<file path="config.mk">
export PLATFORM = sky130hd
export DESIGN_NAME = reg_enable_sequencer_flat
export DESIGN_NICKNAME = d
export VERILOG_FILES = /design/src/rtl/reg_enable_sequencer_if.sv /design/src/rtl/reg_enable_sequencer.sv /design/src/flat_wrapper.sv
export SDC_FILE = /design/constraint.sdc
export NUM_CORES = 1
export LEC_CHECK = 0
export CORE_UTILIZATION = 25
export CTS_CLUSTER_DIAMETER = 80
export CTS_CLUSTER_SIZE = 12
export DETAILED_ROUTE_END_ITERATION = 6
export PLACE_DENSITY = 0.53
export SKIP_CTS_REPAIR_TIMING = 1
export SLEW_MARGIN = 5
export SYNTH_ARGS = -nofsm -noshare
export SYNTH_HDL_FRONTEND = slang
export SYNTH_SLANG_ARGS = --single-unit
export TNS_END_PERCENT = 1
</file>
<file path="constraint.sdc">
create_clock -name clock -period 2.95 [get_ports clock]
set_input_delay 0.4425 -clock clock [delete_from_list [all_inputs] [get_ports clock]]
set_output_delay 0.4425 -clock clock [all_outputs]
set_load 0.005 [all_outputs]
</file>
<file path="src/rtl/reg_enable_sequencer_if.sv">
// Request/enable bus between the control unit (master) and reg_enable_sequencer (slave).
interface reg_enable_sequencer_if #(
    parameter int unsigned ADDR_W = 3
);
    localparam int unsigned NUM_REGS = 2 ** ADDR_W;

    logic                req_valid;
    logic                req_ready;
    logic                req_mode;
    logic [ADDR_W-1:0]   req_addr;
    logic [ADDR_W:0]     req_len;
    logic                abort;
    logic [NUM_REGS-1:0] en;
    logic [ADDR_W-1:0]   cur_addr;
    logic                busy;
    logic                done;

    modport master (
        output req_valid, req_mode, req_addr, req_len, abort,
        input  req_ready, en, cur_addr, busy, done
    );

    modport slave (
        input  req_valid, req_mode, req_addr, req_len, abort,
        output req_ready, en, cur_addr, busy, done
    );
endinterface

</file>
<file path="src/rtl/reg_enable_sequencer.sv">
// Register-file write-enable sequencer: single or sweep requests become a registered one-hot enable.
// Optional macro REG_ZERO_PROTECT_EN suppresses the enable bit of register 0 (hardwired-zero register).
module reg_enable_sequencer #(
    parameter int unsigned ADDR_W    = 3,
    parameter bit          MSB_FIRST = 1'b1
) (
    input  logic                   clock,
    input  logic                   resetn,
    reg_enable_sequencer_if.slave  bus
);
    localparam int unsigned NUM_REGS = 2 ** ADDR_W;
    localparam int unsigned REM_W    = ADDR_W + 1;

    typedef enum logic {
        IDLE   = 1'b0,
        ACTIVE = 1'b1
    } state_e;

    state_e              state_q, state_d;
    logic [REM_W-1:0]    rem_q, rem_d;
    logic [ADDR_W-1:0]   cur_addr_q, cur_addr_d;
    logic [NUM_REGS-1:0] en_q, en_d;

    logic last;
    logic ready;
    logic accept;

    // One-hot decode; for a power-of-two register count NUM_REGS-1-a is simply ~a.
    function automatic logic [NUM_REGS-1:0] decode(input logic [ADDR_W-1:0] a);
        logic [ADDR_W-1:0]   bit_idx;
        logic [NUM_REGS-1:0] onehot;
        bit_idx         = MSB_FIRST ? ~a : a;
        onehot          = '0;
        onehot[bit_idx] = 1'b1;
`ifdef REG_ZERO_PROTECT_EN
        if (a == '0) begin
            onehot = '0;
        end
`endif
        return onehot;
    endfunction

    always_ff @(posedge clock or negedge resetn) begin
        if (!resetn) begin
            state_q    <= IDLE;
            rem_q      <= '0;
            cur_addr_q <= '0;
            en_q       <= '0;
        end else begin
            state_q    <= state_d;
            rem_q      <= rem_d;
            cur_addr_q <= cur_addr_d;
            en_q       <= en_d;
        end
    end

    always_comb begin
        state_d    = state_q;
        rem_d      = rem_q;
        cur_addr_d = cur_addr_q;
        en_d       = '0;

        last   = (state_q == ACTIVE) && (rem_q == REM_W'(1));
        ready  = !bus.abort && ((state_q == IDLE) || last);
        accept = bus.req_valid && ready;

        if (bus.abort) begin
            state_d = IDLE;
            rem_d   = '0;
        end else if (accept) begin
            // Accepting on the last cycle chains straight into the new operation.
            state_d    = ACTIVE;
            cur_addr_d = bus.req_addr;
            if (!bus.req_mode) begin
                rem_d = REM_W'(1);
            end else if (bus.req_len == '0) begin
                rem_d = REM_W'(NUM_REGS);
            end else begin
                rem_d = bus.req_len;
            end
        end else if (state_q == ACTIVE) begin
            if (last) begin
                state_d = IDLE;
                rem_d   = '0;
            end else begin
                cur_addr_d = cur_addr_q + ADDR_W'(1);
                rem_d      = rem_q - REM_W'(1);
            end
        end

        if (state_d == ACTIVE) begin
            en_d = decode(cur_addr_d);
        end
    end

    assign bus.req_ready = ready;
    assign bus.en        = en_q;
    assign bus.cur_addr  = cur_addr_q;
    assign bus.busy      = (state_q == ACTIVE);
    assign bus.done      = last;

endmodule

</file>
<file path="src/flat_wrapper.sv">
// flat-port wrapper written by rule: the top's interface ports become plain ports
module reg_enable_sequencer_flat 
#(
    parameter int unsigned ADDR_W    = 3,
    parameter bit          MSB_FIRST = 1'b1
)
  (clock, resetn, bus_req_valid, bus_req_mode, bus_req_addr, bus_req_len, bus_abort, bus_req_ready, bus_en, bus_cur_addr, bus_busy, bus_done);
  reg_enable_sequencer_if #(.ADDR_W(ADDR_W)) bus_i ();
  input  logic clock;
  input  logic resetn;
  input wire logic [$bits(bus_i.req_valid)-1:0] bus_req_valid;
  input wire logic [$bits(bus_i.req_mode)-1:0] bus_req_mode;
  input wire logic [$bits(bus_i.req_addr)-1:0] bus_req_addr;
  input wire logic [$bits(bus_i.req_len)-1:0] bus_req_len;
  input wire logic [$bits(bus_i.abort)-1:0] bus_abort;
  output wire logic [$bits(bus_i.req_ready)-1:0] bus_req_ready;
  output wire logic [$bits(bus_i.en)-1:0] bus_en;
  output wire logic [$bits(bus_i.cur_addr)-1:0] bus_cur_addr;
  output wire logic [$bits(bus_i.busy)-1:0] bus_busy;
  output wire logic [$bits(bus_i.done)-1:0] bus_done;
  assign bus_i.req_valid = bus_req_valid;
  assign bus_i.req_mode = bus_req_mode;
  assign bus_i.req_addr = bus_req_addr;
  assign bus_i.req_len = bus_req_len;
  assign bus_i.abort = bus_abort;
  assign bus_req_ready = bus_i.req_ready;
  assign bus_en = bus_i.en;
  assign bus_cur_addr = bus_i.cur_addr;
  assign bus_busy = bus_i.busy;
  assign bus_done = bus_i.done;
  reg_enable_sequencer #(.ADDR_W(ADDR_W), .MSB_FIRST(MSB_FIRST)) u_core (.clock(clock), .resetn(resetn), .bus(bus_i));
endmodule
</file>
Fig. 1: clock wiring as the flow saved it
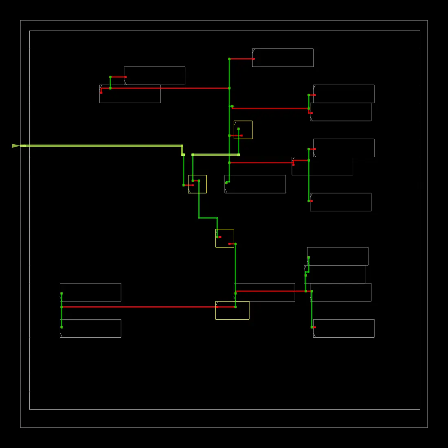
number of sequential cells: 16
clock latency on the worst-skew pair: 290 ps

Fig. 2: signal wires by layer
The bar under the picture is 20 um long. Two of the layers only.
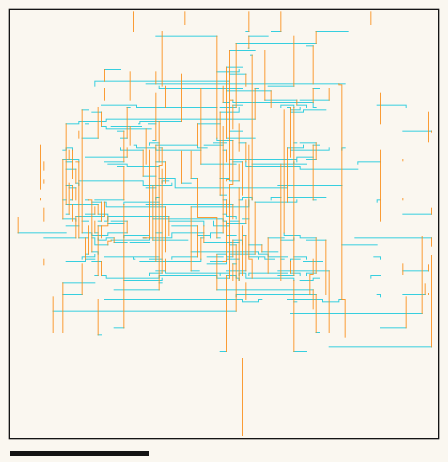
legend:
  cyan:
    layer: metal 1
    wire_length: 964 um
  orange:
    layer: metal 2
    wire_length: 907 um
vias: 740
final WL: 1.95 mm
Wirelength per Cell: 12.4 um
gr usage total: 11.4%

Fig. 3: power grid
The bar under the picture is 20 um long. Pins as bars on the die edge.
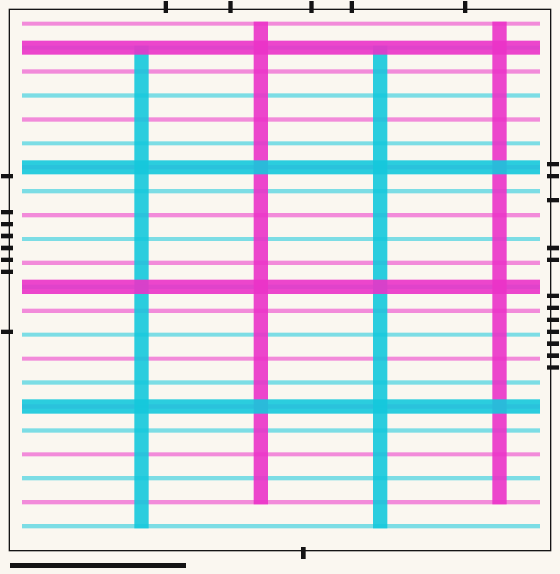
legend:
  cyan:
    net: VSS
  magenta:
    net: VDD
rows: 21
met1 rails: 22

==> flow_summary.yaml <==
# yosys + openroad results
outcome:
  status: "completed"
clock_tree:
  cts_sinks: 16
  cts_buffers: 3
  cts_buffer_depth: 2
  cts-root-buf: "clkbuf_4"
  htreeDepth: 1
  cts_tree: "built"
synth:
  synth_cells: 86
  syn-cell-area_um2: 882
  ys_seq_share_pct: 45.4
  synth_chip_area_um2: 882
  ys_ff: 16
  ys_cells: 86
  async_flop_share_pct: 100
  top_area_share_pct: 45.4
  yosys.cell_count.top_type: "dfrtp_1"
  ff_type: "dfrtp_1"
  synth-edff-count: 0
  top_area_cell: "dfrtp_1"
  synth_nets: 101
  avgSynthCellArea_um2: 10.3
power_and_ir_drop:
  internal-power_uw: 435
  powerDensity_nw_per_um2: 531
  power_frac_seq_pct: 43.1
  ir_drop_mv: 0.118
  comb_power_share_pct: 33.9
  p_clk_share_pct: 23.0
  p_sw_uw: 204
  switching_share_pct: 31.9
  finalPower_uw: 639
floorplanning:
  coreArea_um2: 3360
  ios: 26
  die.size.x_um: 61.4
  rows: 21
worst_hold_path:
  min-delay-path-class: "in2async"
sta:
  final_max_slew_viol_count: 0
  final-hold-violation-count: 0
  finalCritPeriodShare_pct: 89.6
  fin_crit_ps: 2640
  tightest_slew_ps: 713
  clock_skew_ps: 12.7
  rsz0062_at_grt: "false"
  maxSlewHeadroom_pct: 52.3
  setup_tns_ps: 0
global_routing:
  antenna_found_initial: 0
  grt_max_degree: 17
  grt-ovfl-total: 0
critical_path:
  cp.buffers_inverters: 2
  cp_slowest_cell: "clkdlybuf4s50_1"
  crit_path_cell_trace: "inv_1 > ha_1 > or3b_2 > nor2_1 > clkdlybuf4s50_1"
  start_kind: "register"
  slowest_delay_ps: 540
  cp_top_family: "simple AND/OR/NAND/NOR gates"
  end_kind: "output port"
  worst_ep_required_time_ps: 2510
  worstSetupPathType: "reg2out"
  cp_data_arrival_time_ps: 2200
routing:
  top_layer: "met3"
  drc: 0
  met1_length_um: 963
  drt-pass1-iter-count: 4
  drt-initial-drc-count: 9
run:
  maxCapViolCount: 0
  warnings: 27
finish:
  areaGrowthSynthToFinish_pct: 36.5
  num-nets-final: 128
  drive_gt1_share_pct: 13.4
metrics by stage:
step / worst slack, ps / utilization (%) / instance area [um2] / hold WS, ps / cells
6_report: 306 / 35.8 / 1200 / 567 / 158
5_1_grt: 73.4 / 35.8 / 1200 / 630 / 158
4_1_cts: 303 / 35.8 / 1200 / 601 / 158
3_5_place_dp: 600 / 34.7 / 1170 / 588 / 154
3_3_place_gp: 625 / 34.7 / 1170 / 587 / 154
2_1_floorplan: 1230 / - / 882 / 147 / 86
layout by cell type, fill, tap and decap left out:
cell and n:
nand3b_1 1, xnor2_1 1, ha_1 3, o211a_4 1, o21bai_1 1, nor2b_1 1
nand3_1 2, nor3_2 1, o21ai_1 1, a221oi_1 1, a221oi_4 1, a22oi_1 1
inv_1 4, or3b_2 1, o2bb2ai_1 1, inv_2 1, clkdlybuf4s50_1 25, o221a_2 2
and3_1 1, o21ai_0 2, inv_4 1, or4_1 1, mux2i_1 1, o211ai_1 1
or3_1 1, nor3b_1 2, a21oi_1 2, a211oi_1 1, nor3_1 7, nor2_1 14
nor4b_1 1, nand2_1 3, clkbuf_4 3, nor3b_2 2, clkbuf_8 1, a311oi_1 2
dfrtp_1 16, a21boi_2 1
final timing paths:
check	from	depth (start not counted)	to	slack (ps)
min in group clock	u_core.rem_q[1]	2	u_core.rem_q[1]	600
worst min-delay path	resetn	1	u_core.bus.en[7]	570
worst max register to register	u_core.rem_q[1]	7	u_core.bus.en[7]	950
max in group asynchronous	resetn	1	u_core.rem_q[3]	1920
worst min register to register	u_core.rem_q[1]	2	u_core.rem_q[1]	600
worst max-delay path	u_core.rem_q[1]	5	bus_done	310
cell families after synthesis:
logic type,Yosys count,share of synthesized area (%)
simple gates,38,23.8
fa+ha+maj,3,4.26
flops,16,45.4
buf+inv,9,5.39
mux,1,1.13
compound gates,18,19.0
xor+xnor,1,0.993
final cells by class:
class | instances | area (um2) | share of cell area (%)
clock buffers | 4 | 36.3 | 3.01
flip-flops and latches | 16 | 400 | 33.3
well taps | 46 | 57.6 | 4.78
inverters | 6 | 25.0 | 2.08
repair buffers | 25 | 250 | 20.8
multi-input cells | 61 | 434 | 36.1
power by group through the flow:
stage	Combinational, mW	Clock, mW	Sequential [mW]
6_report	0.217	0.147	0.275
5_1_grt	0.244	0.164	0.282
4_1_cts	0.219	0.149	0.276
3_5_place_dp	0.218	0	0.280
3_3_place_gp	0.216	0	0.281
2_1_floorplan	0.132	0	0.273
sequential cells by signal, indices dropped and copies added (netlist names):
signal / cells
u_core.bus.busy: 1
u_core.bus.cur_addr: 3
u_core.bus.en: 8
u_core.rem_q: 4
routing by layer:
metal | track usage [%] | vias to the layer above
met5 | 0 | -
met4 | 3.49 | 0
met3 | 2.52 | 0
met2 | 18.9 | 22
met1 | 14.8 | 351
li1 | - | 367
No activity file was given, so power comes from the tool's default toggle rates.
